Cell sizes after repair:
(3 px per um)
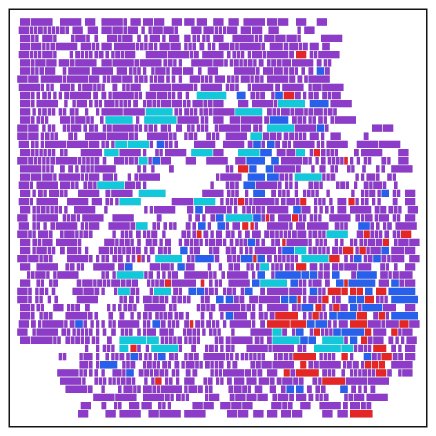
Track usage over the die:
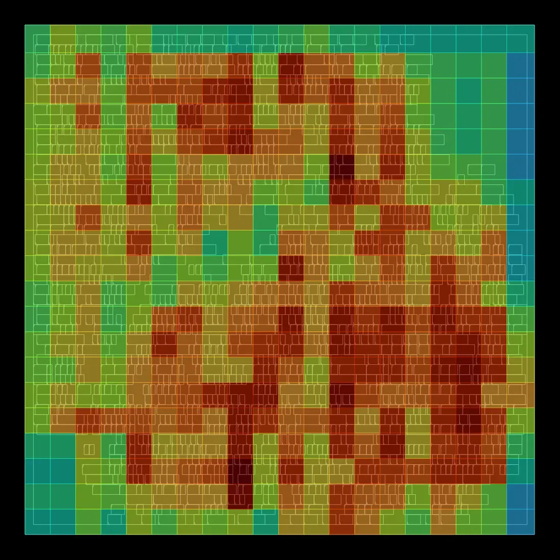
**src/rtl/acq_frame_scheduler.sv**
```systemverilog
`default_nettype none
// ============================================================================
// Module : acq_frame_scheduler
// Desc   : Frame-aligned acquisition sequencer between the 8-to-64 ADC packer
//          and the 64-bit host FIFO. Forwards a requested number of whole
//          frames and drops any frame the FIFO cannot hold in its entirety.
// Rev    : 1.0  initial release
// ============================================================================
module acq_frame_scheduler #(
  parameter int DW      = 64,
  parameter int FIFO_AW = 12,
  parameter int CNT_W   = 16,
  parameter int TAG_LSB = 48,
  parameter int TAG_W   = 13
) (
  input  logic               InputClock,
  input  logic               rst,
  input  logic               cmd_start,
  input  logic               cmd_abort,
  input  logic [CNT_W-1:0]   frames_req,
  input  logic [12:0]        frame_len,
  input  logic [DW-1:0]      word_in,
  input  logic               word_strobe,
  input  logic [FIFO_AW:0]   fifo_free,
  input  logic               fifo_full,
  output logic               fifo_wr_en,
  output logic [DW-1:0]      fifo_din,
  output logic               busy,
  output logic               done,
  output logic [CNT_W-1:0]   frames_done,
  output logic [CNT_W-1:0]   frames_dropped,
  output logic               err_overflow,
  output logic               err_sync
);

  typedef enum logic [2:0] {
    S_IDLE    = 3'd0,
    S_ARM     = 3'd1,
    S_CAPTURE = 3'd2,
    S_SKIP    = 3'd3,
    S_DONE    = 3'd4
  } state_t;

  state_t             state_q, state_d;
  logic [CNT_W-1:0]   req_q, req_d;
  logic [12:0]        len_q, len_d;
  logic [13:0]        wc_q, wc_d;
  logic [CNT_W-1:0]   done_cnt_q, done_cnt_d;
  logic [CNT_W-1:0]   drop_cnt_q, drop_cnt_d;
  logic               ovf_q, ovf_d;
  logic               sync_q, sync_d;
  logic               wr_q, wr_d;
  logic [DW-1:0]      din_q, din_d;
  logic               busy_q, busy_d;
  logic               done_q, done_d;

  logic [13:0]        frame_words;
  logic [13:0]        wc_inc;
  logic               is_start;
  logic               has_room;
  logic               last_frame;
  logic               eval_start;

  // Counters stop at all-ones rather than wrapping.
  function automatic logic [CNT_W-1:0] sat_inc(input logic [CNT_W-1:0] v);
    return (&v) ? v : v + CNT_W'(1);
  endfunction

  assign frame_words = {1'b0, len_q} + 14'd1;
  assign wc_inc      = wc_q + 14'd1;
  assign is_start    = word_strobe && (word_in[TAG_LSB +: TAG_W] == '0);
  assign has_room    = 32'(fifo_free) >= 32'(frame_words);
  // Compared one bit wider so a saturated counter never matches by wrap-around.
  assign last_frame  = ((CNT_W+1)'(done_cnt_q) + (CNT_W+1)'(1)) == (CNT_W+1)'(req_q);

  // Next-state, counter and write-port logic; abort is applied last so it overrides.
  always_comb begin
    state_d    = state_q;
    req_d      = req_q;
    len_d      = len_q;
    wc_d       = wc_q;
    done_cnt_d = done_cnt_q;
    drop_cnt_d = drop_cnt_q;
    ovf_d      = ovf_q;
    sync_d     = sync_q;
    wr_d       = 1'b0;
    din_d      = din_q;
    done_d     = 1'b0;
    eval_start = 1'b0;

    case (state_q)
      S_IDLE: begin
        if (cmd_start) begin
          req_d      = frames_req;
          len_d      = frame_len;
          done_cnt_d = '0;
          drop_cnt_d = '0;
          ovf_d      = 1'b0;
          sync_d     = 1'b0;
          state_d    = (frames_req == '0) ? S_DONE : S_ARM;
        end
      end
      S_ARM: begin
        if (is_start) eval_start = 1'b1;
      end
      S_CAPTURE: begin
        if (is_start) begin
          // A new frame began before this one ended: flag it and restart on it.
          sync_d     = 1'b1;
          eval_start = 1'b1;
        end else if (word_strobe) begin
          if (fifo_full) begin
            ovf_d = 1'b1;
          end else begin
            wr_d  = 1'b1;
            din_d = word_in;
          end
          wc_d = wc_inc;
          if (wc_inc == frame_words) begin
            done_cnt_d = sat_inc(done_cnt_q);
            state_d    = last_frame ? S_DONE : S_ARM;
          end
        end
      end
      S_SKIP: begin
        if (is_start) begin
          sync_d     = 1'b1;
          eval_start = 1'b1;
        end else if (word_strobe) begin
          wc_d = wc_inc;
          if (wc_inc == frame_words) state_d = S_ARM;
        end
      end
      S_DONE: begin
        done_d  = 1'b1;
        state_d = S_IDLE;
      end
      default: state_d = S_IDLE;
    endcase

    // Admission decision for a frame-start word; a one-word frame also ends here.
    if (eval_start) begin
      wc_d = 14'd1;
      if (has_room) begin
        if (fifo_full) begin
          ovf_d = 1'b1;
        end else begin
          wr_d  = 1'b1;
          din_d = word_in;
        end
        if (frame_words == 14'd1) begin
          done_cnt_d = sat_inc(done_cnt_q);
          state_d    = last_frame ? S_DONE : S_ARM;
        end else begin
          state_d = S_CAPTURE;
        end
      end else begin
        drop_cnt_d = sat_inc(drop_cnt_q);
        state_d    = (frame_words == 14'd1) ? S_ARM : S_SKIP;
      end
    end

    if (cmd_abort && (state_q != S_IDLE)) begin
      state_d    = S_IDLE;
      wc_d       = wc_q;
      done_cnt_d = done_cnt_q;
      drop_cnt_d = drop_cnt_q;
      ovf_d      = ovf_q;
      sync_d     = sync_q;
      wr_d       = 1'b0;
      din_d      = din_q;
      done_d     = 1'b0;
    end

    busy_d = (state_d == S_ARM) || (state_d == S_CAPTURE) || (state_d == S_SKIP);
  end

  // State and output registers with synchronous reset.
  always_ff @(posedge InputClock) begin
    if (rst) begin
      state_q    <= S_IDLE;
      req_q      <= '0;
      len_q      <= '0;
      wc_q       <= '0;
      done_cnt_q <= '0;
      drop_cnt_q <= '0;
      ovf_q      <= 1'b0;
      sync_q     <= 1'b0;
      wr_q       <= 1'b0;
      din_q      <= '0;
      busy_q     <= 1'b0;
      done_q     <= 1'b0;
    end else begin
      state_q    <= state_d;
      req_q      <= req_d;
      len_q      <= len_d;
      wc_q       <= wc_d;
      done_cnt_q <= done_cnt_d;
      drop_cnt_q <= drop_cnt_d;
      ovf_q      <= ovf_d;
      sync_q     <= sync_d;
      wr_q       <= wr_d;
      din_q      <= din_d;
      busy_q     <= busy_d;
      done_q     <= done_d;
    end
  end

  assign fifo_wr_en     = wr_q;
  assign fifo_din       = din_q;
  assign busy           = busy_q;
  assign done           = done_q;
  assign frames_done    = done_cnt_q;
  assign frames_dropped = drop_cnt_q;
  assign err_overflow   = ovf_q;
  assign err_sync       = sync_q;

endmodule
`default_nettype wire
```
**config.mk**
```make
export PLATFORM = sky130hd
export DESIGN_NAME = acq_frame_scheduler
export DESIGN_NICKNAME = d
export VERILOG_FILES = /design/src/rtl/acq_frame_scheduler.sv
export SDC_FILE = /design/constraint.sdc
export NUM_CORES = 1
export LEC_CHECK = 0
export ABC_AREA = 1
export CAP_MARGIN = 10
export CORE_MARGIN = 2
export CORE_UTILIZATION = 52
export DETAILED_ROUTE_END_ITERATION = 8
export PLACE_DENSITY = 0.88
export RECOVER_POWER = 50
export SKIP_LAST_GASP = 1
export SYNTH_ARGS = -nofsm -noshare
export SYNTH_HDL_FRONTEND = slang
export SYNTH_SLANG_ARGS = --single-unit
export TNS_END_PERCENT = 50
```
**constraint.sdc**
```tcl
create_clock -name InputClock -period 3 [get_ports InputClock]
set_input_delay 0.6 -clock InputClock [delete_from_list [all_inputs] [get_ports InputClock]]
set_output_delay 0.6 -clock InputClock [all_outputs]
set_load 0.02 [all_outputs]
```
==> deck_impl_summary.md <==
Implementation Results

Run status
  – Outcome: complete, no violations

Layout
  – Layout Cells excl Fill: 2038
  – Clk cell area share: 0.04601
  – Fin util: 0.7262
  – Buffer share of cell area: 0.2090
  – Flop area: 0.002954 mm^2
  – Largest cell class by area: combinational gates
  – Inverters: 185
  – Sequential share of cell area: 0.2272
  – Final net count: 1926
  – Filler cells: 1385
  – CLK BUF: 18
  – Comb/total area: 0.4419
  – Largest register FFs: 64
  – Share of cells above drive strength 1: 0.1056
  – # diodes: 0

Pwr
  – Leakage: 5.993 nW
  – Top power group: the clock network
  – VDD IR-drop max: 0.3927 mV
  – Clk pwr share: 0.419
  – Comb pwr: 0.995 mW
  – Int Power: 3.636 mW
  – Switch share: 0.3075
  – Tot Pwr: 5.250 mW
  – Combinational fraction of design power: 0.190
  – Net Sw Power: 1.615 mW
  – Share of total power in sequential cells: 0.392
  – Clk pwr: 2.20 mW

Yosys
  – Synth logic family: simple AND/OR/NAND/NOR gates
  – Top cells by count: nand2_1 (525), nor2_1 (187), inv_1 (175), dfxtp_1 (147), a21oi_1 (88)
  – Number of enable flip-flop cells: 0
  – Yosys cell count: 1555
  – Cell count after synthesis: 1555
  – Ys flop type: dfxtp_1
  – Post-Syn Area: 0.009429 mm^2
  – Yosys adder share: 0.02389
  – Most numerous cell in the Yosys netlist: nand2_1
  – Synth mux share: 0
  – Yosys simple share: 0.3992
  – Post-synth area hogs: dfxtp_1 (31%), nand2_1 (21%), nor2_1 (7.4%)
  – Number of synthesized register bits: 147
  – Top-area cell share: 0.3121
  – Yosys chip area: 0.009429 mm^2
  – Netlist cell types: 45
  – Xor and xnor area share after synthesis: 0.04100
  – Ys Warns: 0
  – Seq share, synth: 0.3121

Final timing
  – Hold Vio Cnt, Final: 0
  – Fmax achieved: 334.9 MHz
  – Slew headroom: 0.3806
  – Slew Limit Fails: 0
  – Unrepaired setup endpoints after global routing: yes
  – Slew of the pin with the lowest slew margin: 929.1 ps
  – Final worst path period share: 0.9952
  – Setup Viol. Count Final: 0
  – Min Hold Slack: 468.4 ps
  – Setup Skew: 15.99 ps

Drt
  – Routed wl met2: 14510 um
  – # DRC: 0
  – Metal3 WL: 2606 um
  – Metal-1 WL: 12120 um
  – Top Layer Used: met4
  – Initial drt markers: 1051
  – Final WL: 30400 um
  – DRT Pass-1 Iters: 6
  – Vias: 10950

CTS
  – H-tree depth: 4
  – # hold bufs at CTS: 0
  – Clock slew at reported path FFs: 70 ps
  – CTS max path bufs: 2
  – Cts repair resizes: 3
  – Clock root cell: clkbuf_16
  – Number of buffers created by CTS: 17
  – Setup Buffers After CTS: 0
  – CTS sink count: 147

Critical path
  – CP peak stage delay: 330 ps
  – CP required: 3370 ps
  – CP arrival: 3350 ps
  – Slowest stage cell, crit path: dfxtp_2
  – Critical path fanouts, max: 20
  – Largest delay share family, worst path: simple AND/OR/NAND/NOR gates
  – WS Path Type: reg -> reg
  – WP depth: 17
  – Crit path from: len_q[1]
  – Reg2reg end: fifo_din[38]
  – Buffers and inverters on the worst path: 2
  – CP endpoint kind: register

Min path
  – WHS Endpoint: fifo_din[18]
  – Hold_sp: fifo_din[18]
  – Hold Crit Class: reg -> reg
  – Hold Crit Depth: 2

Global route
  – GRT overflow: 0
  – Overall Global Routing Usage: 0.2984
  – First-pass GRT wire length: 47980 um
  – M3 GR Usage: 0.07390
  – Initial antenna violation count: 0
  – Largest net degree at the start of global routing: 80
  – Routing usage on met2: 0.5125

Die
  – Tap cells: 229
  – Die X: 138.7 um
  – Die height: 138.7 um
  – Fp_density: 0.5267
  – Row cnt: 49

Place
  – Port buffer count: 212
  – HPWL after DPL: 21150 um
  – Cell Area, Placed: 0.01207 mm^2
  – Gpl congestion: 0.9292

Job
  – Max-Cap Viols: 0
  – Stage-log warning count: 28
-- 'cell sizes after repair' (at the start) --
- x1 and smaller: purple (cells 1618; share 89%; most used nand2_1)
- x6 and larger: cyan (cells 40; share 2.2%; most used clkbuf_16)
- x2: red (cells 64; share 3.5%; most used nand2_2)
- x3 and x4: blue (cells 87; share 4.8%; most used buf_4)
synth-to-layout area growth: 37.87%
Non-clk bufs: 282
Setup WS post-layout: 14.28 ps
Final Cell Area: 0.01300 mm^2

-- 'track usage over the die' (at the start) --
GRT busiest layer: met2
drt wl/cell: 14.92 um

Power and IR drop assume default switching activity.
